$ cat src/rtl/serial_adder.sv
// Bit-serial ripple adder: operands accepted over a valid/ready handshake, added
// LSB-first one bit per clock through a single full-adder cell with a registered
// carry, result presented over a second valid/ready handshake.
module serial_adder #(
  parameter int unsigned WIDTH = 8
) (
  input  logic             clk,
  input  logic             rst_n,
  input  logic             in_valid,
  output logic             in_ready,
  input  logic [WIDTH-1:0] a,
  input  logic [WIDTH-1:0] b,
  input  logic             cin,
  output logic             out_valid,
  input  logic             out_ready,
  output logic [WIDTH-1:0] sum,
  output logic             cout
);

  localparam int unsigned CNT_W = (WIDTH > 1) ? $clog2(WIDTH) : 1;

  typedef enum logic [1:0] {
    IDLE  = 2'd0,
    SHIFT = 2'd1,
    DONE  = 2'd2
  } state_t;

  state_t           state_q;
  state_t           state_d;
  logic [WIDTH-1:0] a_sr;
  logic [WIDTH-1:0] b_sr;
  logic [WIDTH-1:0] sum_sr;
  logic             carry_q;
  logic [CNT_W-1:0] cnt_q;

  logic             accept_c;
  logic             load_c;
  logic             release_c;
  logic             last_c;
  logic             bit_s_c;
  logic             bit_c_c;
  logic [WIDTH-1:0] sum_next_c;

  // Ready only in IDLE and never while reset is held.
  assign in_ready = (state_q == IDLE) && rst_n;

  // One-bit full adder on the current LSBs and the registered carry.
  assign bit_s_c = a_sr[0] ^ b_sr[0] ^ carry_q;
  assign bit_c_c = (a_sr[0] & b_sr[0]) | (b_sr[0] & carry_q) | (carry_q & a_sr[0]);

  // Sum shift register after inserting this cycle's bit at the MSB.
  assign sum_next_c = (sum_sr >> 1) | (WIDTH'(bit_s_c) << (WIDTH - 1));

  assign last_c = (cnt_q == CNT_W'(WIDTH - 1));

  // State register.
  always_ff @(posedge clk or negedge rst_n) begin
    if (!rst_n) begin
      state_q <= IDLE;
    end else begin
      state_q <= state_d;
    end
  end

  // Next-state and datapath control decode.
  always_comb begin
    state_d   = state_q;
    accept_c  = 1'b0;
    load_c    = 1'b0;
    release_c = 1'b0;
    case (state_q)
      IDLE: begin
        if (in_valid) begin
          accept_c = 1'b1;
          state_d  = SHIFT;
        end
      end
      SHIFT: begin
        if (last_c) begin
          load_c  = 1'b1;
          state_d = DONE;
        end
      end
      DONE: begin
        if (out_ready) begin
          release_c = 1'b1;
          state_d   = IDLE;
        end
      end
      default: state_d = IDLE;
    endcase
  end

  // Operand capture and per-bit shifting.
  always_ff @(posedge clk or negedge rst_n) begin
    if (!rst_n) begin
      a_sr    <= '0;
      b_sr    <= '0;
      sum_sr  <= '0;
      carry_q <= 1'b0;
      cnt_q   <= '0;
    end else if (accept_c) begin
      a_sr    <= a;
      b_sr    <= b;
      sum_sr  <= '0;
      carry_q <= cin;
      cnt_q   <= '0;
    end else if (state_q == SHIFT) begin
      a_sr    <= a_sr >> 1;
      b_sr    <= b_sr >> 1;
      sum_sr  <= sum_next_c;
      carry_q <= bit_c_c;
      cnt_q   <= cnt_q + CNT_W'(1);
    end
  end

  // Result registers: loaded on the final bit, held until the next result.
  always_ff @(posedge clk or negedge rst_n) begin
    if (!rst_n) begin
      sum       <= '0;
      cout      <= 1'b0;
      out_valid <= 1'b0;
    end else if (load_c) begin
      sum       <= sum_next_c;
      cout      <= bit_c_c;
      out_valid <= 1'b1;
    end else if (release_c) begin
      out_valid <= 1'b0;
    end
  end

endmodule

$ cat config.mk
export PLATFORM = sky130hd
export DESIGN_NAME = serial_adder
export DESIGN_NICKNAME = d
export VERILOG_FILES = /design/src/rtl/serial_adder.sv
export SDC_FILE = /design/constraint.sdc
export NUM_CORES = 1
export LEC_CHECK = 0
export CAP_MARGIN = 20
export CELL_PAD_IN_SITES_DETAIL_PLACEMENT = 0
export CELL_PAD_IN_SITES_GLOBAL_PLACEMENT = 1
export CORE_AREA = 4 4 77 107
export CTS_BUF_LIST = sky130_fd_sc_hd__clkbuf_4 sky130_fd_sc_hd__clkbuf_8 sky130_fd_sc_hd__clkbuf_16
export CTS_CLUSTER_SIZE = 14
export DETAILED_ROUTE_END_ITERATION = 8
export DIE_AREA = 0 0 81 111
export GPL_ROUTABILITY_DRIVEN = 0
export PLACE_DENSITY_LB_ADDON = 0.25
export SKIP_CTS_REPAIR_TIMING = 1
export SYNTH_ARGS = -nofsm -noshare
export SYNTH_HDL_FRONTEND = slang
export SYNTH_SLANG_ARGS = --single-unit
$ cat constraint.sdc
create_clock -name clk -period 2.88 [get_ports clk]
set_input_delay 0.288 -clock clk [delete_from_list [all_inputs] [get_ports clk]]
set_output_delay 0.288 -clock clk [all_outputs]
set_load 0.03 [all_outputs]
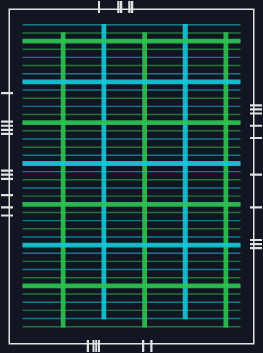
Fig. 1. Supply network.
(3 px per um) Pins as bars on the die edge.
| net | color |
|---|---|
| VSS | green |
| VDD | cyan |
signal pins: 32
met1 rails: 38
rows: 37
met4 straps: 5
met5 straps: 7
core area: 7315 um^2
die x size: 81 um

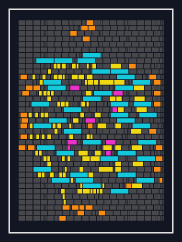
Fig. 2. Placed cells, one color a class.
(2 px per um) Fill, decap, tap and diode cells in gray.
| class | color | cells | share of their area |
|---|---|---|---|
| combinational and other logic | yellow | 101 | 35% |
| flops | cyan | 39 | 46% |
| other buffers and delay cells | orange | 34 | 15% |
| clock drivers and dummy loads | magenta | 8 | 4.2% |

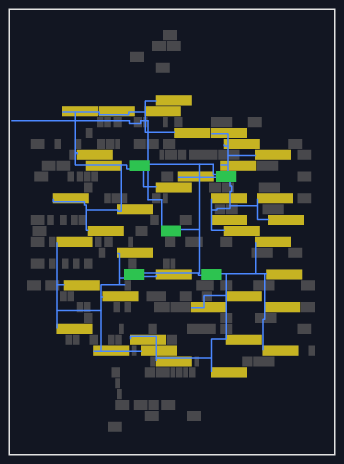
Fig. 3. Routed clock nets over the placement.
(4 px per um)
[flip-flops] yellow | count: 39
[clock drivers] green | count: 5
[clock wires] blue | length: 534 um
routed clock nets: 6

==> impl_metrics.py <==
# Flow results
metrics = {
    "route": {
        "vias_per_cell": 4.602,
        "vias": 1284,
    },
    "yosys": {
        "yosysWarnings": 0,
        "ff_type": "dfrtp_1",
        "ys_ff": 39,
        "largest_area_cell": "dfrtp_1",
        "yosysChipArea_um2": 1778,
        "ys_cells": 152,
        "yosysUniqueCellTypes": 28,
        "most_common_cell": "dfrtp_1",
        "common_cells": "dfrtp_1, nor3_1, o22ai_1",
        "synth_seq_share": 0.5489,
        "area_leaders": "dfrtp_1, mux2_4, nor3_1",
    },
    "setup_path": {
        "cpPeakStageDelay_ns": 0.71,
        "timing.rr.end": "a_sr[1]",
        "cp.required_ns": 2.59,
        "path_cells": "nor3b_1 > clkdlybuf4s50_1",
        "critPathMaxFanout": 12,
        "r2r_cells": 3,
        "ff2ff_setup_slack_ns": 1.29,
        "critPathBufInv": 1,
        "rr_startpoint": "state_q[1]",
        "path_class": "reg2out",
        "start_kind": "flop",
    },
    "status": {
        "status": "completed",
    },
    "pwr": {
        "ir_drop_v": 0.0002746,
    },
    "placed_design": {
        "portBuffers": 31,
        "dp.final_hpwl_um": 2740,
    },
    "sta": {
        "whs_ns": 0.08554,
        "relSlewSlack": 0.5694,
        "fin_setup_tns_ns": 0,
        "max_freq_mhz": 487.4,
    },
    "grt": {
        "first_global_vias": 1365,
    },
    "clocking": {
        "cts_tree": "built",
        "clk-insertion-delay-late_ns": 0.29,
        "h-tree-depth": 2,
        "root_buffer": "clkbuf_8",
    },
    "floorplanning": {
        "die_area_um2": 8991,
        "fp-utilization": 0.2431,
        "ioPinCount": 32,
    },
    "flow_run": {
        "warnings": 26,
    },
    "min_path": {
        "hold_path_class": "in2async",
    },
    "finish": {
        "diodes": 0,
    },
}
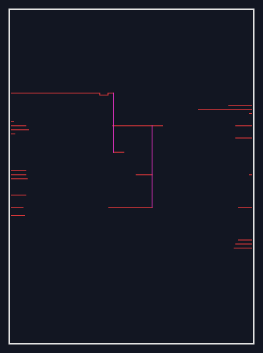
Fig. 4. Signal wires by layer.
(3 px per um) Two of the layers only.
| layer | color | wire length |
|---|---|---|
| metal 4 | magenta | 46.9 um |
| metal 3 | red | 173 um |

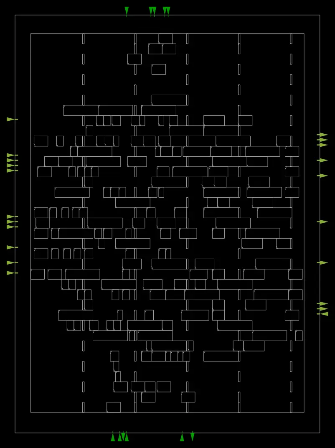
Fig. 5. Cell outlines without signal wires.
Well Taps: 97
Rows: 37
flop share of the area: 0.4341
Fillers: 811
post-layout instance count excluding filler cells: 279

## cell families (layout without fill, tap and decap cells)
group / count (synthesis) / after routing / share of synthesized area
compound gates: 39 / 39 / 0.1569
buf+inv: 14 / 44 / 0.04222
simple gates: 47 / 47 / 0.1450
mux: 10 / 10 / 0.08163
fa+ha+maj: 3 / 3 / 0.02533
flops: 39 / 39 / 0.5489
## per-stage QoR
stage	cells	worst slack (ns)	power, W	instance area (um^2)
global route	279	0.6971	0.002545	2248
global placement	271	1.090	0.001992	2160
floorplan	152	1.131	0.001719	1778
finish	279	0.8281	0.002360	2248
detailed placement	271	1.092	0.002018	2160
CTS	279	0.7707	0.002405	2248
## report_power, final
group / leakage [nW] / switching [W] / internal (W)
combinational: 0.409 / 0.000501 / 0.000488
sequential: 0.478 / 0.000200 / 0.000797
clock: 0.0491 / 0.000184 / 0.000189
total: 0.936 / 0.000886 / 0.00147
## how the worst max path moves through the flow
stage	slack, ns	startpoint	endpoint
floorplan	1.13	state_q[0]	in_ready
global placement	1.09	state_q[0]	in_ready
detailed placement	1.09	state_q[0]	in_ready
CTS	0.77	state_q[0]	in_ready
global route	0.70	state_q[0]	in_ready
finish	0.83	state_q[0]	in_ready
## flip-flops by register name, indices dropped and copies added, names as in the netlist
name and cells:
out_valid 1, state_q 2, sum_sr 7, carry_q 1
a_sr 8, sum 8, b_sr 8, cnt_q 3
cout 1
## cell type report
class | instances | area [um^2]
clock inverters | 1 | 5.005
well taps | 97 | 121.4
fillers | 811 | 5066
clock buffers | 7 | 83.83
inverters | 2 | 7.507
repair buffers | 34 | 327.8
flip-flops and latches | 39 | 975.9
multi-input cells | 99 | 726.9
## routing by layer
layer	global-route usage	vias to the layer above	routed length, um
met1	0.1262	629	1798
met4	0.02706	0	46
li1	-	624	-
met3	0.02520	5	172
met2	0.1541	26	1952
met5	0	-	0
## layout by cell type (no fill, tap or decap), types with 2 or more instances in the layout
| cell type | n |
|---|---|
| nand2_1 | 4 |
| o22ai_1 | 15 |
| o21ai_1 | 5 |
| buf_4 | 3 |
| a22o_1 | 9 |
| dfrtp_1 | 39 |
| clkbuf_4 | 2 |
| clkbuf_8 | 5 |
| mux2_4 | 9 |
| nor3_1 | 27 |
| nor2_1 | 9 |
| a21oi_1 | 2 |
| clkdlybuf4s50_1 | 30 |
| ha_1 | 2 |
| o32ai_1 | 6 |
Power and IR drop assume default switching activity.
